**src/rtl/fp_normalize.sv**
```systemverilog
// Post-add floating-point normalizer: shifts an unnormalized significand one
// bit per cycle until the hidden bit lands at MWIDTH-1, then classifies it.
module fp_normalize #(
  parameter  int WIDTH  = 8,
  parameter  int MWIDTH = 24,
  localparam int LSW    = $clog2(MWIDTH + 1)
) (
  input  logic              clk,
  input  logic              reset,
  input  logic              in_valid,
  output logic              in_ready,
  input  logic [WIDTH-1:0]  in_exp,
  input  logic [MWIDTH:0]   in_mant,
  output logic              out_valid,
  input  logic              out_ready,
  output logic [WIDTH-1:0]  out_exp,
  output logic [MWIDTH-1:0] out_mant,
  output logic              out_sticky,
  output logic [LSW-1:0]    out_lshift,
  output logic              out_zero,
  output logic              out_denorm,
  output logic              out_overflow
);

  typedef enum logic [1:0] {IDLE, SHIFT, DONE} state_t;

  localparam logic [WIDTH:0] EXP_ONE = (WIDTH + 1)'(1);
  localparam logic [WIDTH:0] EXP_MAX = {1'b0, {WIDTH{1'b1}}};

  state_t            state_q;
  logic [WIDTH:0]    exp_q;
  logic [MWIDTH:0]   mant_q;
  logic [WIDTH-1:0]  out_exp_q;
  logic [MWIDTH-1:0] out_mant_q;
  logic [LSW-1:0]    lshift_q;
  logic              sticky_q;
  logic              zero_q;
  logic              denorm_q;
  logic              ovf_q;

  logic           is_zero;
  logic           is_carry;
  logic           is_norm;
  logic           is_floor;
  logic [WIDTH:0] exp_inc;
  logic [WIDTH:0] exp_dec;

  // A set hidden bit with exponent 0 is treated as a floor case too, so the
  // exponent never has to decrement below zero.
  always_comb begin
    is_zero  = (mant_q == '0);
    is_carry = mant_q[MWIDTH];
    is_norm  = mant_q[MWIDTH-1] && (exp_q >= EXP_ONE);
    is_floor = (exp_q <= EXP_ONE) && (!mant_q[MWIDTH-1] || exp_q == '0);
    exp_inc  = exp_q + EXP_ONE;
    exp_dec  = exp_q - EXP_ONE;
  end

  // NOTE: all state is updated with non-blocking assignments so every branch
  // below sees the values from before this edge, never a half-updated mix.
  always_ff @(posedge clk or posedge reset) begin
    if (reset) begin
      state_q    <= IDLE;
      exp_q      <= '0;
      mant_q     <= '0;
      out_exp_q  <= '0;
      out_mant_q <= '0;
      lshift_q   <= '0;
      sticky_q   <= 1'b0;
      zero_q     <= 1'b0;
      denorm_q   <= 1'b0;
      ovf_q      <= 1'b0;
    end else begin
      case (state_q)
        IDLE: begin
          if (in_valid) begin
            exp_q    <= {1'b0, in_exp};
            mant_q   <= in_mant;
            lshift_q <= '0;
            sticky_q <= 1'b0;
            zero_q   <= 1'b0;
            denorm_q <= 1'b0;
            ovf_q    <= 1'b0;
            state_q  <= SHIFT;
          end
        end
        SHIFT: begin
          if (is_zero) begin
            zero_q     <= 1'b1;
            out_exp_q  <= '0;
            out_mant_q <= '0;
            state_q    <= DONE;
          end else if (is_carry) begin
            sticky_q <= mant_q[0];
            if (exp_inc >= EXP_MAX) begin
              ovf_q      <= 1'b1;
              out_exp_q  <= '1;
              out_mant_q <= '0;
            end else begin
              out_exp_q  <= exp_inc[WIDTH-1:0];
              out_mant_q <= mant_q[MWIDTH:1];
            end
            state_q <= DONE;
          end else if (is_norm) begin
            out_exp_q  <= exp_q[WIDTH-1:0];
            out_mant_q <= mant_q[MWIDTH-1:0];
            state_q    <= DONE;
          end else if (is_floor) begin
            denorm_q   <= 1'b1;
            out_exp_q  <= '0;
            out_mant_q <= mant_q[MWIDTH-1:0];
            state_q    <= DONE;
          end else begin
            mant_q   <= {mant_q[MWIDTH-1:0], 1'b0};
            exp_q    <= exp_dec;
            lshift_q <= lshift_q + LSW'(1);
          end
        end
        DONE: begin
          if (out_ready) state_q <= IDLE;
        end
        default: state_q <= IDLE;
      endcase
    end
  end

  assign in_ready     = (state_q == IDLE);
  assign out_valid    = (state_q == DONE);
  assign out_exp      = out_exp_q;
  assign out_mant     = out_mant_q;
  assign out_sticky   = sticky_q;
  assign out_lshift   = lshift_q;
  assign out_zero     = zero_q;
  assign out_denorm   = denorm_q;
  assign out_overflow = ovf_q;

endmodule

```
**config.mk**
```make
export PLATFORM = sky130hd
export DESIGN_NAME = fp_normalize
export DESIGN_NICKNAME = d
export VERILOG_FILES = /design/src/rtl/fp_normalize.sv
export SDC_FILE = /design/constraint.sdc
export NUM_CORES = 1
export LEC_CHECK = 0
export CAP_MARGIN = 20
export CORE_ASPECT_RATIO = 0.9
export CORE_UTILIZATION = 39
export CTS_BUF_LIST = sky130_fd_sc_hd__clkbuf_16
export DETAILED_ROUTE_END_ITERATION = 8
export PLACE_DENSITY_LB_ADDON = 0.3
export SYNTH_ARGS = -nofsm -noshare
export SYNTH_HDL_FRONTEND = slang
export SYNTH_SLANG_ARGS = --single-unit
```
**constraint.sdc**
```tcl
create_clock -name clk -period 3.25 [get_ports clk]
set_input_delay 0.325 -clock clk [delete_from_list [all_inputs] [get_ports clk]]
set_output_delay 0.325 -clock clk [all_outputs]
set_load 0.1 [all_outputs]
```
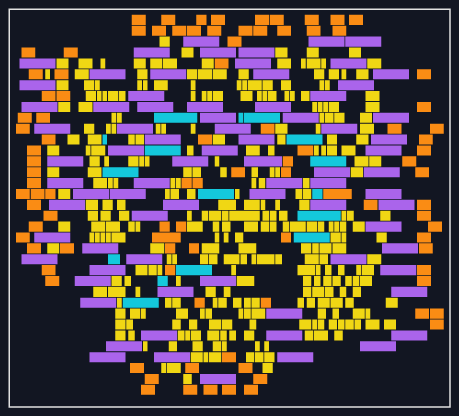
*Cell classes on the final placement*
Drawn at 4 px/um.
clock drivers and dummy loads -> cyan  # cells 16, share of their area 6.1%
all other logic -> yellow  # cells 306, share of their area 39%
flip-flops -> purple  # cells 77, share of their area 37%
other buffers and delay cells -> orange  # cells 94, share of their area 18%

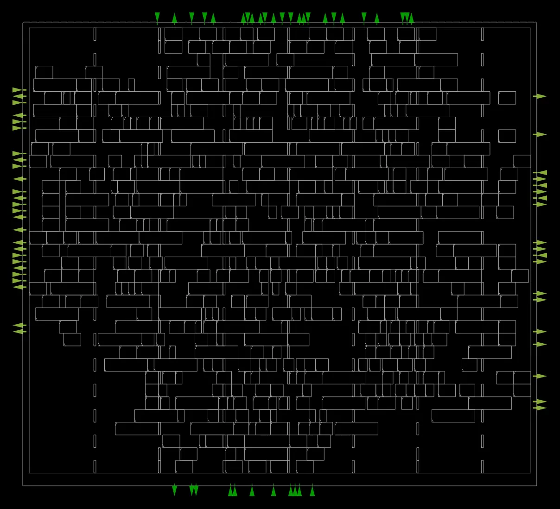
*Placement view*
total of fill cells in the finished design: 945
sequential cell count of the final layout: 77
Tap Count: 129
final design utilization: 52.3%

==> run notes <==
Implementation progress

The top achievable clock speed stands at 333 MHz. The die covers 10900 um^2. CTS saw 77 sinks.

The routed wire length stands at 11000 um. The initial core utilization stands at 40.0%. The first TritonRoute pass finished after 5 iterations. The floorplan has 35 rows. After the first detailed-routing iteration, the DRC count stood at 313.

The routing usage on met3 stands at 4.03%. The cell count listed in synth_stat.txt stands at 418. Post-CTS repair changed the size of 0 cells. Clock tree synthesis selected as its root buffer the cell sky130_fd_sc_hd__clkbuf_16. STA classifies the critical path startpoint as a flop. The boundary pin count stands at 80. In this run, post-CTS hold repair placed 0 buffers. The number of global-route vias before repair stands at 3437.

The number of warning messages in the logs stands at 30. The cell area after technology mapping stands at 4080 um^2. The sequential element share of the synthesized area stands at 47.2%. Entering global routing, the biggest net connects 46 pins. Across all checked pins, the minimum headroom to the slew limit is 31.9%. By instance count after routing, the leading logic cell type is sky130_fd_sc_hd__clkdlybuf4s50_1. For this run the detailed placement stage logged an HPWL of 7540 um. STA reports the tightest min-delay check as being of type input port to asynchronous set/reset pin. For reference, the most critical setup path is categorized as flop to flop.

The area figure in the yosys stat output stands at 4080 um^2. After synthesis, the cell types taking the most area are sky130_fd_sc_hd__dfrtp_1, sky130_fd_sc_hd__mux2i_1, sky130_fd_sc_hd__nand2_1. STA classifies the critical path endpoint as a flop. The die extent in x stands at 110 um. According to the floorplan report, the placeable core area is 10200 um^2. The Yosys warning count stands at 0. Walking the worst path, the cells encountered are ha_1, and3_1, mux2i_1, a21boi_0, o21bai_2, buf_6, o2bb2ai_1.

The detailed placer reported the number of placed instances as 605. The routed design shows a wire length per standard cell of 17.7 um. The number of nets with antenna violations after detailed routing stands at 0.

TritonCTS built the clock tree. No sink is reached through more buffers than the 2 on the longest clock path. The flow ran to the end, and the final reports show no timing, DRC or antenna violations. The per-cell via count in the routed design stands at 5.86. The number of buffer and inverter stages on the critical path stands at 1. The tally of max-capacitance violations stands at 0. In the CTS report, the clock slew at the register clock pins of the worst setup and hold paths is listed as 0.06 ns. The number of buffers inserted by post-CTS setup repair stands at 0. The area growth from synthesis to layout stands at 30.8%. The cell count after synthesis stands at 418.

The data required time at the worst endpoint stands at 3.50 ns. For this run, global-route usage on met1 was measured as 32.9%.
## area by class of cell
| class | instances | area [um^2] |
|---|---|---|
| clock buffers | 9 | 225 |
| repair buffers | 94 | 927 |
| clock inverters | 7 | 91.3 |
| multi-input cells | 299 | 1980 |
| flip-flops and latches | 77 | 1930 |
| well taps | 129 | 161 |
| inverters | 7 | 26.3 |
| fillers | 945 | 4870 |
## per-layer routing
metal  part of all wire (%)  wire (um)
met1                     49       5390
met2                     44       4840
met3                    5.5        607
met4                    1.6        178
met5                      0          0
## per-stage QoR
| step | hold slack [ns] | utilization (%) | setup WS, ns | cell area, um^2 |
|---|---|---|---|---|
| 2_1_floorplan | 0.433 | - | 0.457 | 4080 |
| 3_3_place_gp | 0.461 | 49.1 | 0.310 | 5010 |
| 3_5_place_dp | 0.470 | 49.1 | 0.182 | 5010 |
| 4_1_cts | 0.481 | 52.2 | 0.156 | 5330 |
| 5_1_grt | 0.501 | 52.3 | 0.0999 | 5340 |
| 6_report | 0.444 | 52.3 | 0.248 | 5340 |
## cells by family (layout without fill, tap and decap cells)
logic type | after synthesis | count (layout) | share of synthesized area [%]
fa+ha+maj | 6 | 6 | 1.84
mux | 27 | 27 | 6.62
compound gates | 118 | 118 | 22.0
buf+inv | 42 | 117 | 4.45
flops | 77 | 77 | 47.2
simple gates | 146 | 146 | 17.5
xor+xnor | 2 | 2 | 0.429
## cells in the mapped netlist (all sizes together) (3+ instances only)
library cell / instances
a211oi: 3
nand4: 3
nand2: 60
clkbuf: 24
a32o: 4
o31ai: 3
nand3: 11
nor3: 11
a22o: 6
dfrtp: 77
a21oi: 12
nor2: 21
buf: 11
inv: 7
o211ai: 4
and3: 6
mux2i: 27
nand2b: 7
o21ai: 12
o2bb2ai: 24
a22oi: 27
nor4: 15
ha: 6
o22ai: 3
## worst register-to-register path: cells and delay by family, from the launching register on
| family | cells | cell delay (ns) |
|---|---|---|
| AND-OR/OR-AND | 3 | 0.89 |
| adder cells (fa/ha/maj) | 1 | 0.41 |
| buffers and inverters | 1 | 0.24 |
| flip-flops | 1 | 0.61 |
| multiplexers | 1 | 0.49 |
| AND/OR/NAND/NOR | 1 | 0.28 |
## worst paths after layout
check | startpoint | to | slack (ns) | cells after the start
worst max-delay path | exp_q[0] | out_mant[7] | 0.25 | 7
worst min-delay path | reset | out_mant[13] | 0.44 | 2
worst max register to register | exp_q[0] | out_mant[7] | 0.25 | 7
worst min register to register | out_exp[0] | out_exp[0] | 0.48 | 1
max in group asynchronous | reset | mant_q[24] | 2.10 | 3
min in group clk | out_exp[0] | out_exp[0] | 0.48 | 1
## flip-flops by register name, indices dropped and copies added, names as in the netlist
register      count
out_zero          1
exp_q             9
out_overflow      1
mant_q           25
out_sticky        1
out_mant         24
state_q           2
out_exp           8
out_lshift        5
out_denorm        1
